==> run_1/metal_density.png <==
The die is cut into 23 by 23 equal tiles; dark purple is low, yellow is high, scaled to the fullest tile. Values are wire area over tile area, all layers added.
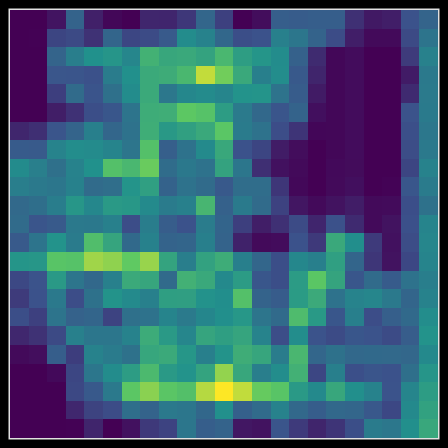
==> run_1/clocks.png <==
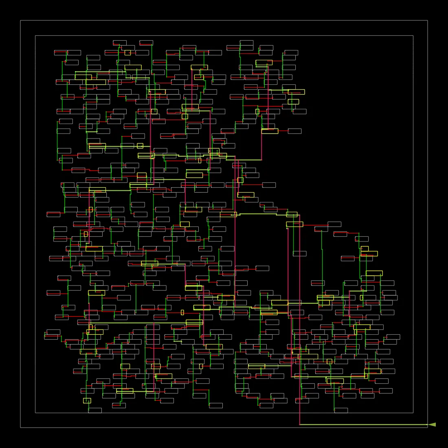
==> run_1/cell_density.png <==
The bar under the picture is 50 um long. The die is cut into 23 by 23 equal tiles; dark purple is low, yellow is high, 0 to 100% covered.
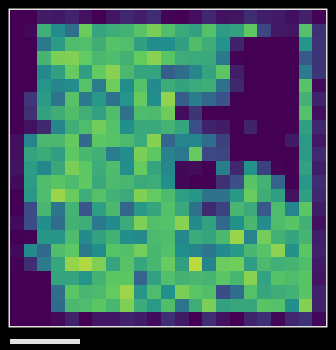
==> src/rtl/dwt_pkg.sv <==
// dwt_pkg: shared types and db3 analysis coefficients for the DWT window feeder
package dwt_pkg;
   localparam int TAG_IDX_W = 16;
   localparam logic [31:0] SIGN = 32'h8000_0000;
   localparam logic [31:0] LP_COEF [6] = '{
      32'h3D10_4972, 32'hBDAE_FBD6, 32'hBE0A_4054,
      32'h3EEB_7510, 32'h3F4E_9071, 32'h3EAA_53CB
   };
   // Quadrature mirror of the low-pass: reversed taps, odd taps negated
   localparam logic [31:0] HP_COEF [6] = '{
      LP_COEF[5], LP_COEF[4] ^ SIGN, LP_COEF[3],
      LP_COEF[2] ^ SIGN, LP_COEF[1], LP_COEF[0] ^ SIGN
   };
   typedef enum logic [2:0] {PRIME, EMIT_L, EMIT_H, FILL, MIRROR} state_t;
   typedef struct packed {
      logic valid;
      logic band;
      logic [TAG_IDX_W-1:0] idx;
      logic last;
   } tag_t;
endpackage

==> src/rtl/dwt_tag_delay.sv <==
// dwt_tag_delay: fixed-latency register line with synchronous clear
module dwt_tag_delay #(
   parameter int W = 8,
   parameter int DEPTH = 5
) (
   input  logic         clk,
   input  logic         rst,
   input  logic [W-1:0] d,
   output logic [W-1:0] q
);
   logic [W-1:0] line [DEPTH];
   always_ff @(posedge clk) begin
      if (rst) line <= '{default: '0};
      else begin
         line[0] <= d;
         for (int i = 1; i < DEPTH; i++) line[i] <= line[i-1];
      end
   end
   assign q = line[DEPTH-1];
endmodule

==> src/rtl/dwt_window_feeder.sv <==
// dwt_window_feeder: builds stride-2 6-tap windows with mirrored row edges and
// tags each issue so the PE result can be captured PE_LATENCY cycles later.
module dwt_window_feeder
   import dwt_pkg::*;
#(
   parameter int DATA_WIDTH = 32,
   parameter int ROW_LEN = 64,
   parameter int PE_LATENCY = 5,
   localparam int IW = $clog2(ROW_LEN/2),
   localparam int CW = $clog2(ROW_LEN)
) (
   input  logic                  clk,
   input  logic                  rst,
   input  logic                  s_valid,
   output logic                  s_ready,
   input  logic [DATA_WIDTH-1:0] s_data,
   input  logic                  s_last,
   output logic [DATA_WIDTH-1:0] pe_data0,
   output logic [DATA_WIDTH-1:0] pe_data1,
   output logic [DATA_WIDTH-1:0] pe_data2,
   output logic [DATA_WIDTH-1:0] pe_data3,
   output logic [DATA_WIDTH-1:0] pe_data4,
   output logic [DATA_WIDTH-1:0] pe_data5,
   output logic [DATA_WIDTH-1:0] pe_coef0,
   output logic [DATA_WIDTH-1:0] pe_coef1,
   output logic [DATA_WIDTH-1:0] pe_coef2,
   output logic [DATA_WIDTH-1:0] pe_coef3,
   output logic [DATA_WIDTH-1:0] pe_coef4,
   output logic [DATA_WIDTH-1:0] pe_coef5,
   output logic                  issue,
   output logic                  issue_band,
   output logic                  res_valid,
   output logic                  res_band,
   output logic [IW-1:0]         res_index,
   output logic                  res_last,
   output logic                  err_len
);
   state_t state, nxt;
   logic [DATA_WIDTH-1:0] win [6], win_nxt [6], pd [6], pc [6];
   logic [CW-1:0] cnt;
   logic [IW-1:0] k;
   logic ph, acc, k_last;
   tag_t tag_d, tag_q;

   assign s_ready = state == PRIME || state == FILL;
   assign acc = s_valid && s_ready;
   assign k_last = k == IW'(ROW_LEN/2-1);

   always_comb begin
      nxt = state;
      win_nxt = win;
      if (acc) win_nxt = '{win[1], win[2], win[3], win[4], win[5], s_data};
      case (state)
         PRIME: if (acc && cnt == CW'(3)) begin
            nxt = EMIT_L;
            win_nxt = '{win[5], win[4], win[3], win[4], win[5], s_data};
         end
         EMIT_L: nxt = EMIT_H;
         EMIT_H: nxt = k_last ? PRIME : (2 * int'(k) + 5 > ROW_LEN - 1) ? MIRROR : FILL;
         FILL: if (acc && cnt[0]) nxt = EMIT_L;
         MIRROR: begin
            // window holds x[N-6..N-1]: append x[N-2], then x[N-3] (shifted one slot left)
            win_nxt = '{win[1], win[2], win[3], win[4], win[5], ph ? win[2] : win[4]};
            if (ph) nxt = EMIT_L;
         end
         default: nxt = PRIME;
      endcase
   end

   always_ff @(posedge clk) begin
      if (rst) begin
         state <= PRIME;
         cnt <= '0;
         k <= '0;
         ph <= 1'b0;
         err_len <= 1'b0;
         issue <= 1'b0;
         issue_band <= 1'b0;
         win <= '{default: '0};
         pd <= '{default: '0};
         pc <= '{default: '0};
      end else begin
         state <= nxt;
         win <= win_nxt;
         ph <= state == MIRROR && !ph;
         if (acc) begin
            cnt <= cnt == CW'(ROW_LEN-1) ? '0 : cnt + CW'(1);
            if (s_last != (cnt == CW'(ROW_LEN-1))) err_len <= 1'b1;
         end
         if (state == EMIT_H && k_last) begin
            cnt <= '0;
            k <= '0;
         end else if (nxt == EMIT_L && state != PRIME) k <= k + IW'(1);
         issue <= nxt == EMIT_L || nxt == EMIT_H;
         issue_band <= nxt == EMIT_H;
         if (nxt == EMIT_L) pd <= win_nxt;
         if (nxt == EMIT_L || nxt == EMIT_H)
            for (int i = 0; i < 6; i++) pc[i] <= DATA_WIDTH'(nxt == EMIT_L ? LP_COEF[i] : HP_COEF[i]);
      end
   end

   assign tag_d = '{issue, issue_band, TAG_IDX_W'(k), issue_band && k_last};

   dwt_tag_delay #(.W($bits(tag_t)), .DEPTH(PE_LATENCY)) u_tag (
      .clk(clk),
      .rst(rst),
      .d(tag_d),
      .q(tag_q)
   );

   assign res_valid = tag_q.valid;
   assign res_band = tag_q.band;
   assign res_index = IW'(tag_q.idx);
   assign res_last = tag_q.last;

   assign pe_data0 = pd[0];
   assign pe_data1 = pd[1];
   assign pe_data2 = pd[2];
   assign pe_data3 = pd[3];
   assign pe_data4 = pd[4];
   assign pe_data5 = pd[5];
   assign pe_coef0 = pc[0];
   assign pe_coef1 = pc[1];
   assign pe_coef2 = pc[2];
   assign pe_coef3 = pc[3];
   assign pe_coef4 = pc[4];
   assign pe_coef5 = pc[5];
endmodule
==> config.mk <==
export PLATFORM = sky130hd
export DESIGN_NAME = dwt_window_feeder
export DESIGN_NICKNAME = d
export VERILOG_FILES = /design/src/rtl/dwt_pkg.sv /design/src/rtl/dwt_tag_delay.sv /design/src/rtl/dwt_window_feeder.sv
export SDC_FILE = /design/constraint.sdc
export NUM_CORES = 1
export LEC_CHECK = 0
export CAP_MARGIN = 20
export CORE_MARGIN = 8
export CORE_UTILIZATION = 40
export CTS_CLUSTER_DIAMETER = 50
export CTS_CLUSTER_SIZE = 20
export DETAILED_ROUTE_END_ITERATION = 16
export PLACE_DENSITY = 0.67
export SYNTH_ARGS = -nofsm -noshare
export SYNTH_HDL_FRONTEND = slang
export SYNTH_SLANG_ARGS = --single-unit
==> constraint.sdc <==
create_clock -name clk -period 4.24 [get_ports clk]
set_clock_uncertainty 0.05 [all_clocks]
set_input_delay 0.636 -clock clk [delete_from_list [all_inputs] [get_ports clk]]
set_output_delay 0.636 -clock clk [all_outputs]
set_load 0.05 [all_outputs]
==> notes.md, run 1 <==
The flow run is done. Number of buffers on the longest clock path landed at 3. Per the final timing report, the hold violations number 0. The highest metal layer carrying signal wires in the routed design is met5. Number of cell rows landed at 77. The placed instances occupy a cell area of 20,700 um^2. Counting the buffers created by CTS gives 39. The placement summary gives the final routability congestion estimate as 0.861. Reg-to-reg setup timing slack landed at 1.20 ns. The flow ran to the end, and the final reports show no timing, DRC or antenna violations. Ratio of total power to cell area landed at 410 nW/um^2. Total number of vias landed at 13,700. The startpoint identified for the worst register-to-register timing path is k[1]$_SDFFE_PP0P_.

Leaving out filler cells and counting taps, the final layout contains 2,635. The largest individual stage delay along the critical path comes from the cell clkdlybuf4s50_1. Number of enable-type register cells in the synthesized netlist landed at 0. Post-placement cell count landed at 2,564.

Sum of negative setup slack landed at 0 ns. Part of the Yosys area used for sequential elements landed at 0.505. Instance count of the mapped netlist landed at 1,863. Chip footprint landed at 51,100 um^2.

Per the OpenROAD floorplan log, the height of the die is 226 um. In this run the maximum-capacitance check reported violations numbering 0. Hold is met by 0.376 ns. Setup repair after global routing left no endpoint under its margin.

The worst setup path is captured at an output port. Slack of the critical path landed at 1.08 ns. Transition time of the tightest slew-check pin landed at 0.979 ns.

Maximum number of pins on one net before global-route repair landed at 111. After detailed routing, the number of remaining DRC violations is 0. Number of warning messages in the logs landed at 28. Among all flip-flop cells after synthesis, the most frequent one is dfxtp_1.

The tree built by TritonCTS fans out to 445 sinks. The worst setup path is launched from a flop. Total power for the finished layout comes to 0.00903 W. Detailed-route wire length per cell landed at 19.9 um. Flip-flop and latch count after synthesis landed at 445. Worst endpoint required time landed at 3.55 ns. The timing report gives the clock slew at the launch and capture registers of the worst setup and hold paths as 0.07 ns. Post-detailed-routing wire length landed at 52.4 mm. Area share of the largest cell type after synthesis landed at 0.505.
## Picture notes: metal_density.png
The fullest tile reaches 0.52. 10% of the tiles are nearly empty. 21% of the tiles are over half the peak. The emptiest ninth of the die: upper right. The mean over all tiles is 0.17.

## Picture notes: clocks.png
worst skew pair latency: 0.55 ns
number of flip-flops and latches: 445

## Picture notes: cell_density.png
The densest ninth of the die: bottom centre. 8.9% of the tiles are over 75% full. The mean over all tiles is 42%.
end-of-flow core utilization: 0.501
fp_density: 0.402

## run 1: worst reg2reg max path, stage by stage (launching register included)
cell      delay [ns]
dfxtp_1         0.36
ha_1            0.22
and3_1          0.19
ha_1            0.25
a41o_1          0.25
a211o_1         0.39
a21boi_4        0.54
buf_12          0.36
nor3b_1         0.15
a21o_1          0.17
## run 1: synth_stat cells (all sizes together), types with 3 or more instances
cell type / instances
mux2i: 34
ha: 3
nor3b: 129
a222oi: 64
inv: 5
nand3: 5
dfxtp: 445
nand2b: 3
clkbuf: 99
a211oi: 133
a21oi: 105
a21o: 129
buf: 249
nor2b: 70
nor3: 5
nand2: 200
xnor2: 4
nor2: 149
## run 1: cells in the final DEF (no fill, tap or decap), types with 3 or more instances in the layout
master,count
nor2_1,149
clkbuf_8,5
mux2i_1,34
inv_6,4
a21oi_1,105
dfxtp_1,443
nor3_1,4
a21o_1,129
xnor2_1,4
clkbuf_1,4
clkbuf_16,40
nor3b_1,128
nand2_1,200
nor2b_1,70
buf_12,14
conb_1,52
clkdlybuf4s50_1,378
clkinv_8,3
a211oi_1,132
buf_4,13
clkinv_2,6
nand3_1,5
a222oi_1,64
inv_1,5
ha_1,3
nand2b_1,3
## run 1: sequential cells by signal, indices dropped and copies added, names as in the netlist, 3 cells and up
name and cells:
u_tag.line 32, cnt 6, k 5, pe_data3 32
pe_data4 32, state 3, pe_coef2 3, win 192
pe_data1 32, pe_data0 32, u_tag.q 8, pe_data2 32
pe_data5 32
## run 1: cell type report
type | instances | area [um^2] | share of cell area
flip-flops and latches | 445 | 8910 | 0.405
diodes | 1 | 2.50 | 0.000114
clock buffers | 49 | 1080 | 0.0493
well taps | 592 | 741 | 0.0336
inverters | 5 | 18.8 | 0.000852
clock inverters | 20 | 229 | 0.0104
multi-input cells | 1116 | 6840 | 0.310
repair buffers | 407 | 4200 | 0.191
## run 1: worst max path at each step
| stage | end | slack (ns) | startpoint |
|---|---|---|---|
| 4_1_cts | pe_coef2[23] | 0.85 | pe_coef2[23]$_SDFFE_PP0P_ |
| 5_1_grt | s_ready | 0.90 | state[1]$_SDFF_PP0_ |
| 6_report | s_ready | 1.08 | state[1]$_SDFF_PP0_ |
| 2_1_floorplan | pe_coef0[14] | 1.61 | pe_coef2[29]$_SDFFE_PP0P_ |
| 3_5_place_dp | pe_data2[2]$_SDFFE_PP0N_ | 0.71 | s_valid |
| 3_3_place_gp | pe_data2[30]$_SDFFE_PP0N_ | 0.76 | s_valid |
## run 1: cells by family after synthesis
kind of cell               Yosys count  share of synthesized area
and+or+nand+nor                    573                      0.163
AOI/OAI and AO/OA                  447                      0.186
DFF                                445                      0.505
buffers and inverters              353                      0.121
muxes                               36                     0.0206
xor gates and xnor gates             5                    0.00248
adders and majority gates            3                    0.00213
other                                1                   0.000213
## run 1: layer usage
layer | up-vias | global-route usage
met2 | 550 | 0.290
met3 | 65 | 0.0721
met4 | 2 | 0.0419
met5 | - | 0
li1 | 6582 | -
met1 | 6511 | 0.255
## run 1: power by group
group          internal [W]  switching, W  total, W
Clock               0.00199       0.00166   0.00365
Sequential          0.00426     0.0000721   0.00433
Combinational      0.000291      0.000757   0.00105
Total               0.00654       0.00249   0.00903
## Run 2: what changed since run 1
==> constraint.sdc (replaced) <==
create_clock -name clk -period 3.1 [get_ports clk]
set_clock_uncertainty 0.05 [all_clocks]
set_input_delay 0.465 -clock clk [delete_from_list [all_inputs] [get_ports clk]]
set_output_delay 0.465 -clock clk [all_outputs]
set_load 0.05 [all_outputs]
==> notes.md, run 2 <==
The flow run is done. The flow ran to the end, and the final reports show no timing, DRC or antenna violations. Looking at the global route congestion table, the highest-usage layer is met2. The weighted congestion at the end of routability-driven global placement was 0.873 (+1.3%). Total DRC errors in the routed layout landed at 0 (unchanged). The worst endpoint required time came to 3.52 ns (-0.03 ns).

Total cell area at the placement stage landed at 20,900 um^2 (+1.1%). The number of cell rows is 77 (unchanged). The sequential fraction of design power was 0.469 (-0.011). Relative contribution of the clock network to total power landed at 0.415 (+0.011). Met1 capacity usage during global routing landed at 0.260 (+0.00534). Instance count of the mapped netlist landed at 1,863 (unchanged). The most common cell in the synthesized netlist is dfxtp_1. The number of warning messages in the logs was 30 (+7.1%). The chip footprint came to 51,100 um^2 (unchanged). Transition time of the tightest slew-check pin landed at 0.858 ns (-0.121 ns). Fraction of power spent switching nets landed at 0.271 (-0.00466). Chip height landed at 226 um (unchanged). Setup repair after global routing left no endpoint under its margin. The detailed-route wire length per cell came to 19.9 um (+0.11%). The total number of vias came to 13,800 (+0.46%). The global routing met3 resource utilization is 0.0739 (+0.00182). The number of buffers on the longest clock path is 3 (unchanged). The post-detailed-routing wire length is 52.8 mm (+0.75%). In the layout the commonest cells are dfxtp_1, clkdlybuf4s50_1, nand2_1. Core utilization at floorplan landed at 0.402 (unchanged). Flip-flop count of the largest register after layout landed at 192 (unchanged). The number of enable-type register cells in the synthesized netlist came to 0 (unchanged). Fraction of layout cells with a size suffix above 1 landed at 0.0646.

Sum of negative setup slack landed at 0 ns (unchanged). By instance count after routing, the leading logic cell type is dfxtp_1. Per the STA report, the cell with the highest stage delay on the worst path is or4bb_1. Ranked by flip-flop count, first place goes to win. Max-cap violation count landed at 0 (unchanged). Part of the total power dissipated in combinational logic landed at 0.116 (about the same). The ratio of total power to cell area came to 566 nW/um^2 (+38%). The maximum number of pins on one net before global-route repair came to 114 (+2.7%).

For reference, the top cells by count after synthesis are dfxtp_1, buf_4, nand2_1. Area share of the largest cell type after synthesis landed at 0.505 (unchanged). Combined area of the multi-input logic cells landed at 6840 um^2 (unchanged). Routing usage on met2 landed at 0.296 (+0.00567). The flip-flop and latch count after synthesis came to 445 (unchanged). The switching power total is 0.00342 W (+37%).

Clock-pin slew of the registers on the worst-case setup and hold paths landed at 0.08 ns (about the same).
run 2: path summary, 6_finish.rpt:
check        slack [ns]                   endpoint                       from
min reg2reg        0.39  u_tag.line[40]$_SDFF_PP0_  u_tag.line[59]$_SDFF_PP0_
max reg2reg        0.29   pe_data1[5]$_SDFFE_PP0N_        cnt[0]$_SDFFE_PP0N_
max                0.29   pe_data1[5]$_SDFFE_PP0N_        cnt[0]$_SDFFE_PP0N_
min                0.16  pe_data1[31]$_SDFFE_PP0N_                        rst
run 2: cell type report:
cell class	instances	area share
flip-flops and latches	445	0.400
multi-input cells	1116	0.307
clock inverters	27	0.0171
clock buffers	39	0.0438
diodes	1	0.000112
well taps	592	0.0333
inverters	5	0.000843
repair buffers	427	0.197
run 2: metal layers:
metal	wire length, um	vias up	part of all wire
met1	23000	6558	0.43
met2	22700	526	0.43
li1	-	6631	-
met4	1040	0	0.020
met3	6130	58	0.12
met5	0	-	0
run 2: metrics by stage:
step / setup WS (ns) / power (W) / utilization / cells / hold slack, ns
floorplan: 0.637 / 0.00716 / - / 1914 / 0.364
global placement: 0.149 / 0.00749 / 0.476 / 2585 / 0.366
detailed placement: 0.109 / 0.00751 / 0.476 / 2585 / 0.373
CTS: 0.284 / 0.0127 / 0.507 / 2651 / 0.121
global route: 0.131 / 0.0130 / 0.507 / 2652 / 0.146
finish: 0.291 / 0.0126 / 0.507 / 2652 / 0.155
run 2: cell families after synthesis:
kind of cell / share of synthesized area
compound gates: 0.186
xor+xnor: 0.00248
fa+ha+maj: 0.00213
buf+inv: 0.121
flops: 0.505
mux: 0.0206
other cells: 0.000213
simple gates: 0.163
run 2: power by group through the flow:
| stage | clock network (W) | logic, W | registers, W |
|---|---|---|---|
| floorplan | 0 | 0.000980 | 0.00618 |
| global placement | 0 | 0.00145 | 0.00604 |
| detailed placement | 0 | 0.00147 | 0.00604 |
| CTS | 0.00534 | 0.00147 | 0.00591 |
| global route | 0.00556 | 0.00155 | 0.00592 |
| finish | 0.00523 | 0.00147 | 0.00591 |
==> run_2/cell_density.png <==
The bar under the picture is 50 um long. The die is cut into 23 by 23 equal tiles; dark purple is low, yellow is high, 0 to 100% covered.
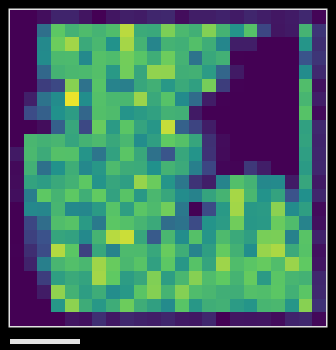
16% of the tiles are nearly empty. 10% of the tiles are over 75% full. The emptiest ninth of the die: upper right. The fullest tile reaches 97%.

==> run_2/clocks.png <==
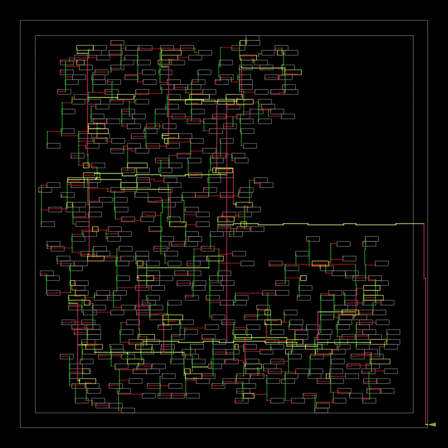
power of the clock network: 0.00523 W
number of clock buffers inserted by TritonCTS: 37
worst skew pair latency: 0.56 ns
Sinks on Clock Net: 445
number of clock-tree buffers in the layout: 39

==> run_2/flops_by_reg.png <==
The bar under the picture is 50 um long.
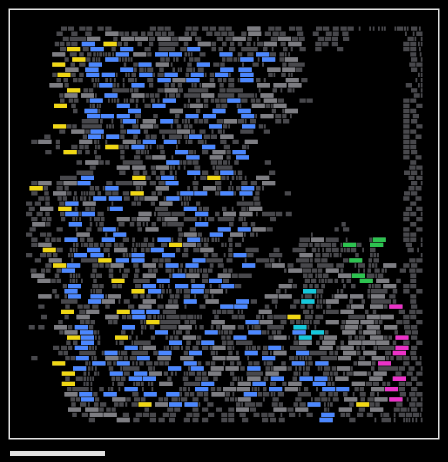
Key: blue = win [flops 192]; cyan = k [flops 5]; green = cnt [flops 6, where middle right]; magenta = u_tag.q [flops 8, where lower right]; yellow = pe_data3 [flops 32]
Another 202 sequential cells are not coloured.
register share of the cell area: 0.400
Power Sequential: 0.00591 W
Storage cell area: 8910 um^2

Power and IR drop assume default switching activity.
